## src/rtl/mux_rr_arbiter_if.sv

```systemverilog
// Handshake bundle between two producers, the round-robin arbiter and one consumer.
// The master side drives requests/data/ready; the slave side (the arbiter) drives grants and output.
interface mux_rr_arbiter_if #(
    parameter int unsigned width = 2
) ();

    logic             req0;
    logic             req1;
    logic [width-1:0] in0;
    logic [width-1:0] in1;
    logic             out_ready;
    logic             gnt0;
    logic             gnt1;
    logic             select;
    logic             out_valid;
    logic [width-1:0] out_data;

    modport master (
        output req0,
        output req1,
        output in0,
        output in1,
        output out_ready,
        input  gnt0,
        input  gnt1,
        input  select,
        input  out_valid,
        input  out_data
    );

    modport slave (
        input  req0,
        input  req1,
        input  in0,
        input  in1,
        input  out_ready,
        output gnt0,
        output gnt1,
        output select,
        output out_valid,
        output out_data
    );

endinterface

```

## src/rtl/mux_rr_arbiter.sv

```systemverilog
// Round-robin arbiter sharing one 2:1 mux between two valid/ready producers, with a per-grant
// beat budget that forces a hand-over when the other port is waiting.
module mux_rr_arbiter #(
    parameter int unsigned width    = 2,
    parameter int unsigned max_hold = 4
) (
    input logic             clk,
    input logic             reset,
    mux_rr_arbiter_if.slave bus
);

    localparam int unsigned cnt_w = $clog2(max_hold) + 1;
    localparam logic [cnt_w-1:0] cnt_last = cnt_w'(max_hold - 1);

    typedef enum logic [1:0] {
        StIdle = 2'd0,
        StOwn0 = 2'd1,
        StOwn1 = 2'd2
    } state_e;

    state_e           state_q, state_d;
    logic [cnt_w-1:0] cnt_q, cnt_d;
    logic             last_q;
    logic             gnt0_q;
    logic             gnt1_q;
    logic             select_q;

    logic             req_own;
    logic             req_oth;
    state_e           oth_st;
    logic             out_valid;
    logic             beat;
    logic [width-1:0] mux_out;

    // Owner-relative view of the requests so both OWN states share one transition rule.
    always_comb begin
        req_own = 1'b0;
        req_oth = 1'b0;
        oth_st  = StIdle;
        unique case (state_q)
            StOwn0: begin
                req_own = bus.req0;
                req_oth = bus.req1;
                oth_st  = StOwn1;
            end
            StOwn1: begin
                req_own = bus.req1;
                req_oth = bus.req0;
                oth_st  = StOwn0;
            end
            default: begin
                req_own = 1'b0;
                req_oth = 1'b0;
                oth_st  = StIdle;
            end
        endcase
    end

    assign out_valid = ((state_q == StOwn0) & bus.req0) | ((state_q == StOwn1) & bus.req1);
    assign beat      = out_valid & bus.out_ready;

    always_comb begin
        state_d = state_q;
        cnt_d   = cnt_q;
        unique case (state_q)
            StIdle: begin
                // last_q == 1 means port 1 owned last, so port 0 wins a tie.
                if (bus.req0 && bus.req1) begin
                    state_d = last_q ? StOwn0 : StOwn1;
                end else if (bus.req0) begin
                    state_d = StOwn0;
                end else if (bus.req1) begin
                    state_d = StOwn1;
                end
            end
            StOwn0, StOwn1: begin
                if (!req_own) begin
                    cnt_d   = '0;
                    state_d = req_oth ? oth_st : StIdle;
                end else if (beat) begin
                    if (cnt_q == cnt_last) begin
                        cnt_d = '0;
                        if (req_oth) begin
                            state_d = oth_st;
                        end
                    end else begin
                        cnt_d = cnt_q + cnt_w'(1);
                    end
                end
            end
            default: begin
                state_d = StIdle;
                cnt_d   = '0;
            end
        endcase
    end

    always_ff @(posedge clk or posedge reset) begin
        if (reset) begin
            state_q  <= StIdle;
            cnt_q    <= '0;
            last_q   <= 1'b1;
            gnt0_q   <= 1'b0;
            gnt1_q   <= 1'b0;
            select_q <= 1'b0;
        end else begin
            state_q <= state_d;
            cnt_q   <= cnt_d;
            gnt0_q  <= (state_d == StOwn0);
            gnt1_q  <= (state_d == StOwn1);
            // select and last owner only move when a port owns the channel; IDLE holds them.
            if (state_d != StIdle) begin
                select_q <= (state_d == StOwn1);
                last_q   <= (state_d == StOwn1);
            end
        end
    end

    always_comb begin
        mux_out = bus.in0;
        if (select_q) begin
            mux_out = bus.in1;
        end
    end

    assign bus.gnt0      = gnt0_q;
    assign bus.gnt1      = gnt1_q;
    assign bus.select    = select_q;
    assign bus.out_valid = out_valid;
    assign bus.out_data  = mux_out;

    a_gnt_onehot : assert property (@(posedge clk) disable iff (reset) !(gnt0_q && gnt1_q));
    a_sel_own1 : assert property (@(posedge clk) disable iff (reset)
        (state_q == StOwn1) |-> select_q);
    a_sel_own0 : assert property (@(posedge clk) disable iff (reset)
        (state_q == StOwn0) |-> !select_q);
    a_cnt_range : assert property (@(posedge clk) disable iff (reset) cnt_q <= cnt_last);

endmodule

```

## src/flat_wrapper.sv

```systemverilog
// flat-port wrapper written by rule: the top's interface ports become plain ports
module mux_rr_arbiter_flat 
#(
    parameter int unsigned width    = 2,
    parameter int unsigned max_hold = 4
)
  (clk, reset, bus_req0, bus_req1, bus_in0, bus_in1, bus_out_ready, bus_gnt0, bus_gnt1, bus_select, bus_out_valid, bus_out_data);
  mux_rr_arbiter_if #(.width(width)) bus_i ();
  input logic clk;
  input logic reset;
  input wire logic [$bits(bus_i.req0)-1:0] bus_req0;
  input wire logic [$bits(bus_i.req1)-1:0] bus_req1;
  input wire logic [$bits(bus_i.in0)-1:0] bus_in0;
  input wire logic [$bits(bus_i.in1)-1:0] bus_in1;
  input wire logic [$bits(bus_i.out_ready)-1:0] bus_out_ready;
  output wire logic [$bits(bus_i.gnt0)-1:0] bus_gnt0;
  output wire logic [$bits(bus_i.gnt1)-1:0] bus_gnt1;
  output wire logic [$bits(bus_i.select)-1:0] bus_select;
  output wire logic [$bits(bus_i.out_valid)-1:0] bus_out_valid;
  output wire logic [$bits(bus_i.out_data)-1:0] bus_out_data;
  assign bus_i.req0 = bus_req0;
  assign bus_i.req1 = bus_req1;
  assign bus_i.in0 = bus_in0;
  assign bus_i.in1 = bus_in1;
  assign bus_i.out_ready = bus_out_ready;
  assign bus_gnt0 = bus_i.gnt0;
  assign bus_gnt1 = bus_i.gnt1;
  assign bus_select = bus_i.select;
  assign bus_out_valid = bus_i.out_valid;
  assign bus_out_data = bus_i.out_data;
  mux_rr_arbiter #(.width(width), .max_hold(max_hold)) u_core (.clk(clk), .reset(reset), .bus(bus_i));
endmodule
```

## config.mk

```make
export PLATFORM = sky130hd
export DESIGN_NAME = mux_rr_arbiter_flat
export DESIGN_NICKNAME = d
export VERILOG_FILES = /design/src/rtl/mux_rr_arbiter_if.sv /design/src/rtl/mux_rr_arbiter.sv /design/src/flat_wrapper.sv
export SDC_FILE = /design/constraint.sdc
export NUM_CORES = 1
export LEC_CHECK = 0
export CELL_PAD_IN_SITES_DETAIL_PLACEMENT = 1
export CELL_PAD_IN_SITES_GLOBAL_PLACEMENT = 2
export CORE_AREA = 2 2 44 56
export DETAILED_ROUTE_END_ITERATION = 8
export DIE_AREA = 0 0 46 58
export GPL_ROUTABILITY_DRIVEN = 1
export HOLD_SLACK_MARGIN = 0.06
export PLACE_DENSITY = 0.78
export SLEW_MARGIN = 20
export SYNTH_ARGS = -nofsm -noshare
export SYNTH_HDL_FRONTEND = slang
export SYNTH_SLANG_ARGS = --single-unit
```

## constraint.sdc

```tcl
create_clock -name clk -period 2.65 [get_ports clk]
set_clock_uncertainty 0.2 [all_clocks]
set_input_delay 0.53 -clock clk [delete_from_list [all_inputs] [get_ports clk]]
set_output_delay 0.53 -clock clk [all_outputs]
set_load 0.005 [all_outputs]
```

run_1/met2.png
(6 px per um)
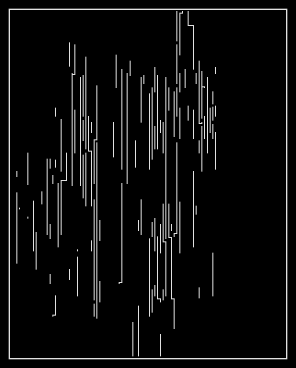
main direction: vertical
nets with wire on the layer: 77
longest straight run: 29.2 um
wire length on this layer: 730 um
share of all routed wire: 56%

run_1/final_congestion.png
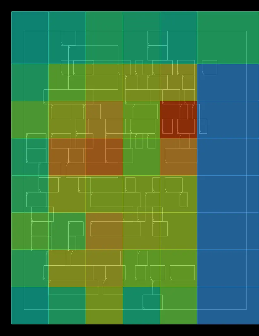
grt met2 use: 20.2%
M3 GR Usage: 1.25%

run_1/registers.png
(6 px per um)
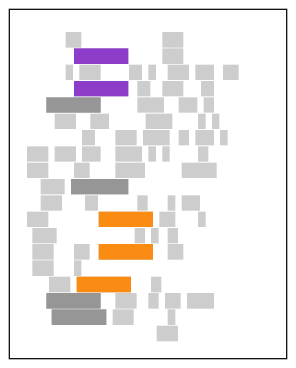
| color | netlist name | flops |
|---|---|---|
| orange | `u_core.cnt_q` | 3 |
| purple | `u_core.state_q` | 2 |
Final Util: 36.0%
Seq. cell area: 226 um2
sequential cell power: 0.226 mW
fraction of area in registers: 29.4%

run_1/drive_strength.png
(8 px per um)
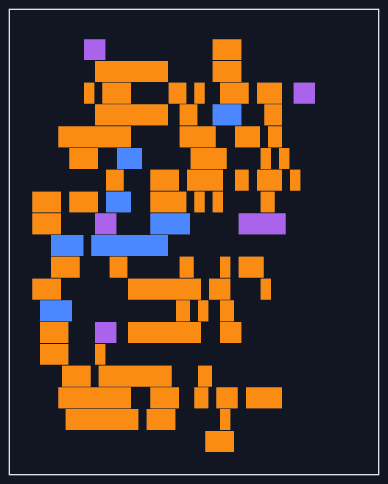
| color | size | cells | share |
|---|---|---|---|
| orange | drive 1 or less | 62 | 84% |
| blue | drive 2 | 7 | 9.5% |
| purple | drive 3 to 4 | 5 | 6.8% |
fin area: 769 um2
Area Overhead vs Synth: 35.2%
setup ws final: 152 ps
non-clock buffer count: 15

==> ci_impl_report.md, run 1 <==
### Yosys + OpenROAD results

| Metric | Value |
|---|---|
| I/O pin cnt | 15 |
| Post-cts resize count | 0 |
| Largest register by flop count | u_core.cnt_q |
| Core Util at FP | a little over a quarter |
| Pin count of the biggest net entering global routing | 10 |
| Nets@finish | 89 |
| Min Tclk post-route | 2500 ps |
| Most common logic cells in the final layout | clkdlybuf4s50_1 (14), dfrtp_1 (8), inv_1 (5), ha_1 (5) |
| Post-synthesis register bit count | 9 |
| DP Wirelength | approximately 1.1 mm |
| Via count of the first global-routing pass | approximately 550 |
| Crit path max fanout | 5 |
| Total core area | 2140 um2 |
| Hold_ws | 318 ps |
| Fin crit share | 94.2% |
| Number of routed nets with antenna violations | 0 |
| Overall power | 0.666 mW |
| FMAX | 400 MHz |
| Max Cap Violations | 0 |
| Drt initial violations | 4 |
| Crit path to | bus_out_valid |
| Layout fillers | between 200 and 300 |
| Critical path launch point type | primary input |
| Vias/cell | 5.16 |
| Synth mux share | 8.13% |
| N_diodes | 0 |
| Non-filler cells, final | 95 |
| Post-Syn Nets | approximately 70 |
| Reg2reg path depth | 7 |
| Met3 wire length | 50 um |
| Power in combinational cells | 0.336 mW |
| Data arrival time of the worst path | 1770 ps |
| FF-to-FF End | u_core.bus.gnt1 |
| Yosys warns | 0 |
| Comb pwr share | about half |
| Crit path DRT | between 1500 and 2000 ps |
| Largest logic family | AND-OR/OR-AND gates |
| First-pass GRT wire length | around 2.3 mm |
| Worst Tran Pin Value | 414 ps |
| Max FFs per register | 3 |
| Net Switching | 0.240 mW |
| Post-Synthesis Cells | about 55 |
| Launching point of the worst reg2reg path | u_core.state_q[1] |
| DR vias | 490 |
| Worst slack, placed | roughly 150 ps |
| Row count | 19 |
| Power Dens Cells | 866 nW/um2 |
| Simple share | 15.2% |
| Instance area at placement | roughly 740 um2 |
| Switching share of power | 36.0% |
| Port bufs | 14 |
| Met2 routed WL | 730 um |
| Adder Share, Synth | 11.0% |
| Most crowded layer after global routing | met2 |
| Synth Seq Share | just under 40% |
| R2R Setup Slk | roughly 600 ps |
| Number of OpenROAD warnings | 29 |
| Die W | 46 um |
| Most frequent logic cell in the layout | clkdlybuf4s50_1 |
| DR top layer | met4 |
| Pre-antenna DRT Iters | 2 |
| Mean post-synth cell area | 10.4 um2 |
| Post-synth top area cell | dfrtp_1 |
| Setup crit end kind | primary output |
| H-tree Lvls | 1 |
| Total CTS buffers | 3 |
| Area share, top type | 35.2% |
| Wire length per cell | 13.6 um |
| Post-Syn Area | 569 um2 |
| Internal power | ~0.43 mW |
| Unrepaired setup endpoints after global routing | false |
| CTS clk-pin slew, worst paths | 60 ps |
| Clock group | between 0.1 and 0.15 mW |
| CTS sink cnt | 9 |
| Pwr top | combinational cells |
| Lkg Pwr | ~0.33 nW |
| Outcome | complete, no violations |
| Initial antenna violation count | 0 |
| Met1 WL | 481 um |
| Setup bufs post-CTS | 0 |
| Clock Latency Late Sink | 260 ps |
| Clk pwr share | 15.8% |
| Distinct cells, synth | 23 |
| Regs by FF count | u_core.cnt_q (3), u_core.state_q (2) |
| Chip area | roughly 2700 um2 |
| CTS tree | done |
| Yosys stat chip area | 569 um2 |
| Sequential share of power | about a third |
| GPL Wtd Cong | about 0.80 |
run 1: layout make-up:
| cell class | instances | area [um2] | share of cell area (%) |
|---|---|---|---|
| multi-input combinational | 41 | 324 | 42.1 |
| clock buffer | 4 | 26.3 | 3.41 |
| tap | 21 | 26.3 | 3.41 |
| inverter | 5 | 18.8 | 2.44 |
| sequential | 9 | 226 | 29.4 |
| timing repair buffer | 15 | 148 | 19.2 |
run 1: synthesized netlist by cell type, types with 3 or more instances:
| library cell | instances |
|---|---|
| o21ai_1 | 3 |
| dfrtp_1 | 8 |
| ha_1 | 5 |
| a21oi_1 | 4 |
| inv_1 | 5 |
| and3_1 | 4 |
| nand2_1 | 4 |
run 1: critical path, stage by stage:
cell	delay, ps
clkdlybuf4s50_1	540
a22o_2	200
clkdlybuf4s50_1	500
==> run 2: changes to the inputs <==
Settings changed: ABC_CLOCK_PERIOD_IN_PS set to 2650, SKIP_LAST_GASP set to 1.
run_2/drive_strength.png
(8 px per um)
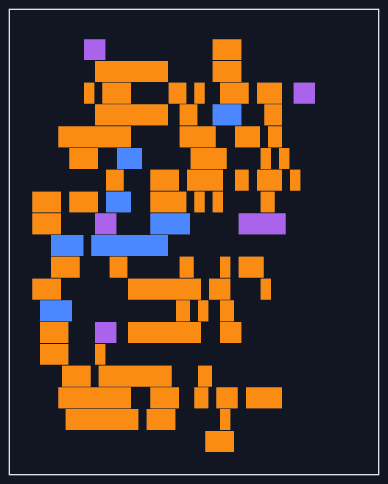
| color | size | cells | share |
|---|---|---|---|
| orange | drive 1 or less | 62 | 84% |
| purple | drive 3 to 4 | 5 | 6.8% |
| blue | drive 2 | 7 | 9.5% |

run_2/registers.png
(6 px per um)
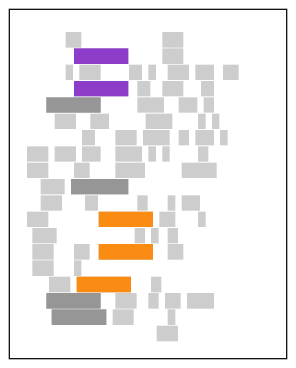
| color | netlist name | flops |
|---|---|---|
| orange | `u_core.cnt_q` | 3 |
| purple | `u_core.state_q` | 2 |
not colored: 4

run_2/final_congestion.png
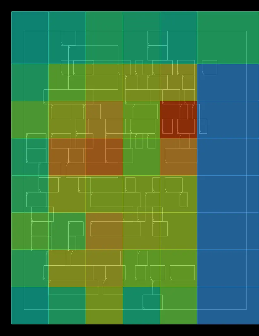
wire length per cell: 13.6 um
routing usage on met1: 13.6%

==> ci_impl_report.md, run 2 <==
### Yosys + OpenROAD results

| Metric | Value |
|---|---|
| Outcome | complete, no violations |
| Post-Syn Nets | 69 (unchanged) |
| Setup bufs post-CTS | 0 (unchanged) |
| Crit path to | bus_out_valid |
| Vias/cell | 5.16 (unchanged) |
| Total CTS buffers | 3 (unchanged) |
| Max FFs per register | 3 (unchanged) |
| Clk pwr share | 15.8% (about the same) |
| H-tree Lvls | 1 (unchanged) |
| Largest register by flop count | u_core.cnt_q |
| Drt initial violations | 4 (unchanged) |
| Synth Seq Share | 39.8% (unchanged) |
| DR vias | 490 (unchanged) |
| Synth top cells by count | dfrtp_1 (8), ha_1 (5), inv_1 (5) |
| Pre-antenna DRT Iters | 2 (unchanged) |
| Switching share of power | 36.0% (unchanged) |
| Setup crit end kind | primary output |
| Seq. cell area | 226 um2 (unchanged) |
| Initial antenna violation count | 0 (unchanged) |
| Most frequent logic cell in the layout | clkdlybuf4s50_1 |
| CTS clk-pin slew, worst paths | 60 ps (about the same) |
| Overall power | 0.666 mW (unchanged) |
| Yosys top cell by instances | dfrtp_1 |
| Instance area at placement | 743 um2 (unchanged) |
| Reg2reg path depth | 7 (unchanged) |
| Final clock-cell share | 3.41% (unchanged) |
| Internal power | 0.426 mW (unchanged) |
| Comb pwr share | 50.4% (about the same) |
| Post-synth top area cell | dfrtp_1 |
| Setup ws final | 152 ps (unchanged) |
| Row count | 19 (unchanged) |
| Simple share | 15.2% (unchanged) |
| FFs & Latches | 9 (unchanged) |
| Launching point of the worst reg2reg path | u_core.state_q[1] |
| Area Overhead vs Synth | 35.2% (unchanged) |
| Crit path max fanout | 5 (unchanged) |
| Port bufs | 14 (unchanged) |
| Layout fillers | 257 (unchanged) |
| Min Tclk post-route | 2500 ps (unchanged) |
| Number of routed nets with antenna violations | 0 (unchanged) |
| FMAX | 400 MHz (unchanged) |
| I/O pin cnt | 15 (unchanged) |
| Area share, top type | 35.2% (unchanged) |
| DP Wirelength | 1.11 mm (unchanged) |
| Post-Synthesis Cells | 55 (unchanged) |
| Critical path launch point type | primary input |
| Pin count of the biggest net entering global routing | 10 (unchanged) |
| Nets@finish | 89 (unchanged) |
| CTS sink cnt | 9 (unchanged) |
| GPL Wtd Cong | 0.795 (unchanged) |
| Max Cap Violations | 0 (unchanged) |
| Buffering overhead | 19.2% (unchanged) |
| Sequential share of power | 33.9% (about the same) |
| Hold_ws | 318 ps (unchanged) |
| Crit path DRT | 1920 ps (about the same) |
| FF-to-FF End | u_core.bus.gnt1 |
| Mi-comb count | 41 (unchanged) |
| Mean post-synth cell area | 10.4 um2 (unchanged) |
| Power Dens Cells | 866 nW/um2 (unchanged) |
| Unrepaired setup endpoints after global routing | false |
| Lkg Pwr | 0.332 nW (unchanged) |
| Biggest Area Class | combinational gates |
| Post-cts resize count | 0 (unchanged) |
| Net Switching | 0.240 mW (unchanged) |
| Fraction of area in registers | 29.4% (unchanged) |
| Yosys warns | 0 (unchanged) |
| Fin area | 769 um2 (unchanged) |
| Logic cell area | 324 um2 (unchanged) |
| Combinational share of cell area | 42.1% (unchanged) |
==> run 2: power by group through the flow <==
stage          registers, mW  clock network, mW  logic, mW
6_report               0.226              0.105      0.336
5_1_grt                0.233              0.114      0.378
4_1_cts                0.226              0.108      0.342
3_5_place_dp           0.229                  0      0.339
3_3_place_gp           0.227                  0      0.332
2_1_floorplan          0.219                  0      0.207
==> run 2: metal layers <==
layer  vias up  global-route usage (%)  wire (um)
met5         -                       0          0
met4         0                    7.76         30
met3         3                    1.25         50
met2        14                    20.2        730
met1       237                    13.6        481
li1        236                       -          -
==> run 2: critical path, cell delays in order <==
cell	delay, ps
clkdlybuf4s50_1	540
a22o_2	200
clkdlybuf4s50_1	500
==> run 3: changes to the inputs <==
Settings changed: ABC_CLOCK_PERIOD_IN_PS 2650 to 2500.
Clock period 2.65 ns to 2.5 ns, I/O delays scaled along.
run_3/registers.png
(6 px per um)
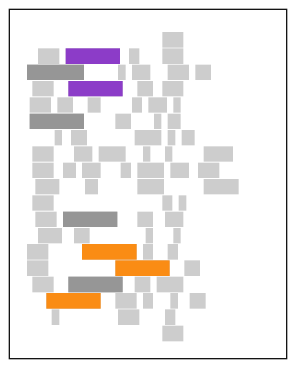
| color | netlist name | flops |
|---|---|---|
| orange | `u_core.cnt_q` | 3 |
| purple | `u_core.state_q` | 2 |
not colored: 4
fraction of area in registers: 28.6%
sequential cell power: 0.237 mW
Final Util: 37.0%

run_3/zoom.png
Window x 10 to 35, y 16 to 41 um. Cells in gray, sequential cells in the stronger gray; small squares are vias.
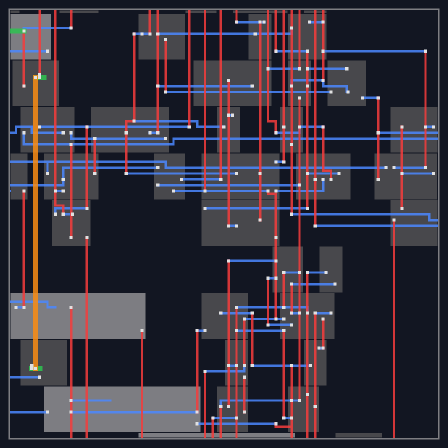
| color | layer |
|---|---|
| red | met2 |
| orange | met4 |
| green | met3 |
| blue | met1 |
netlist names of flops here include: `u_core.bus.gnt0` (1), `u_core.cnt_q` (1)
cells with their middle in the window: 30
most frequent: inv_1 (4), ha_1 (4)
sequential cells in the window: 2

run_3/met2.png
(6 px per um)
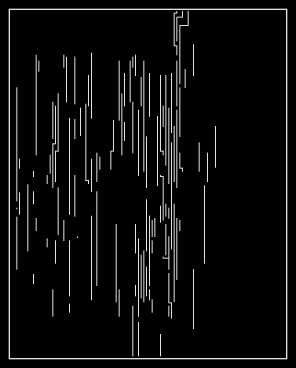
nets with wire on the layer: 81
wire length on this layer: 736 um
share of all routed wire: 56%

==> ci_impl_report.md, run 3 <==
### Yosys + OpenROAD results

| Metric | Value |
|---|---|
| Synth top cells by count | dfrtp_1 (8), ha_1 (5), inv_1 (5) |
| Mi-comb count | 41 (unchanged) |
| Simple share | 15.2% (unchanged) |
| FMAX | 414 MHz |
| Mean post-synth cell area | 10.4 um2 (unchanged) |
| DP Wirelength | 1.16 mm (+4.6%) |
| Final clock-cell share | 3.32% (-0.097 points) |
| Nets@finish | 92 (+3.4%) |
| Synth Seq Share | 39.8% (unchanged) |
| Total CTS buffers | 3 (unchanged) |
| Combinational share of cell area | 40.9% (-1.2 points) |
| Yosys top cell by instances | dfrtp_1 |
| Clock group | 0.106 mW (about the same) |
| Max-slew headroom | 75.1% |
| Reg2reg path depth | 7 (unchanged) |
| Largest register by flop count | u_core.cnt_q |
| Pwr top | combinational cells |
| Post-synth top area cell | dfrtp_1 |
| Count of library flops with an enable pin | 0 |
| Post-Synthesis Cells | 55 (unchanged) |
| Top post-synthesis cells by area | dfrtp_1 (35%), ha_1 (11%), dfstp_2 (4.6%) |
| Layout cells sized above 1 | 19.5% |
| Worst hold-check path type | primary input to async pin |
| Number of routed nets with antenna violations | 0 (unchanged) |
| Max FFs per register | 3 (unchanged) |
| DR vias | 500 (+2.0%) |
| Min Tclk post-route | around 2400 ps |
| Adder Share, Synth | between 10% and 20% |
| # clk buffers | 4 |
| GPL Wtd Cong | 0.659 (-17%) |
| Post-Syn Nets | 69 (unchanged) |
| Comb pwr share | 51.5% (+1.1 points) |
| FF-to-FF End | u_core.bus.gnt1 |
| Instance area at placement | 758 um2 (+2.0%) |
| Crit path max fanout | 4 (-1) |
| Setup crit end kind | primary output |
| Post-cts resize count | 0 (unchanged) |
| I/O pin cnt | 15 (unchanged) |
| Internal power | 0.461 mW (+8.1%) |
| Invs w/o clock | 5 |
| Synth mux share | roughly 8.1% |
| Unrepaired setup endpoints after global routing | false |
| Max Slew Vio Count | 0 |
| Net Switching | 0.247 mW (+2.8%) |
| Critical path launch point type | primary input |
| Initial antenna violation count | 0 (unchanged) |
| First-pass GRT wire length | approximately 2.2 mm |
| Outcome | complete, no violations |
| Fin crit share | 96.6% |
| Wire length per cell | 13.3 um (-1.9%) |
| Hold Fails Final Rpt | 0 |
| Power Dens Cells | 894 nW/um2 (+3.2%) |
| Crit path to | bus_out_valid |
| Largest logic family | AND-OR/OR-AND gates |
| Setup bufs post-CTS | 0 (unchanged) |
| Buffering overhead | 21.5% (+2.3 points) |
| Overall power | 0.708 mW (+6.2%) |
| Power in combinational cells | 0.365 mW (+8.6%) |
| Sequential share of power | 33.5% (-0.4 points) |
| Lkg Pwr | 0.347 nW (+4.4%) |
| Vias/cell | 5.10 (-1.1%) |
| Row count | 19 (unchanged) |
| Post-synthesis register bit count | 9 |
| Switching share of power | 34.9% (-1.1 points) |
| Port bufs | 14 (unchanged) |
| Area Overhead vs Synth | 39.1% |
| Drt initial violations | 1 (-3) |
| Biggest Area Class | combinational gates |
| Hold_ws | 309 ps (-8.78 ps) |
| Pre-antenna DRT Iters | 2 (unchanged) |
| Crit path DRT | 1800 ps (-120 ps) |
| Setup crit start | bus_req1 |
| Fin area | 792 um2 (+2.9%) |
| CTS sink cnt | 9 (unchanged) |
| Layout fillers | 258 (+0.39%) |
| FFs & Latches | 9 (unchanged) |
| Pin count of the biggest net entering global routing | 10 (unchanged) |
| CTS clk-pin slew, worst paths | 60 ps (about the same) |
| Logic cell area | 324 um2 (unchanged) |
| Critical path class | primary input to primary output |
| Launching point of the worst reg2reg path | u_core.state_q[1] |
| Seq. cell area | 226 um2 (unchanged) |
| Post-Syn Area | 569 um2 |
| Clk pwr share | 14.9% (-0.9 points) |
| Setup ws final | 85.3 ps (-67.2 ps) |
| CTS root buf | clkbuf_4 |
| Max Cap Violations | 0 (unchanged) |
| H-tree Lvls | 1 (unchanged) |
| Most frequent logic cell in the layout | clkdlybuf4s50_1 |
| Yosys warns | 0 (unchanged) |
| Area share, top type | 35.2% (unchanged) |
-- run 3: cell types whose count changed in the layout (fill, tap and decap cells not counted) --
| cell | change |
|---|---|
| buf_4 | +3 |
-- run 3: cells by family (layout without fill, tap and decap cells) --
group | count (synthesis) | after routing
AND-OR/OR-AND | 17 | 17
AND/OR/NAND/NOR | 15 | 15
flip-flops | 9 | 9
adder cells (fa/ha/maj) | 5 | 5
buffers and inverters | 5 | 27
multiplexers | 4 | 4
-- run 3: worst max-delay path, cell delays in order --
cell             delay, ps
clkdlybuf4s50_1        530
a22o_2                 180
clkdlybuf4s50_1        510
-- run 3: routing by layer --
metal / GRT usage, % / part of all wire, %
met1: 13.4 / 41
met2: 20.2 / 56
met3: 0.935 / 1.8
met4: 4.90 / 1.3
met5: 0 / 0
Power and IR drop assume default switching activity.
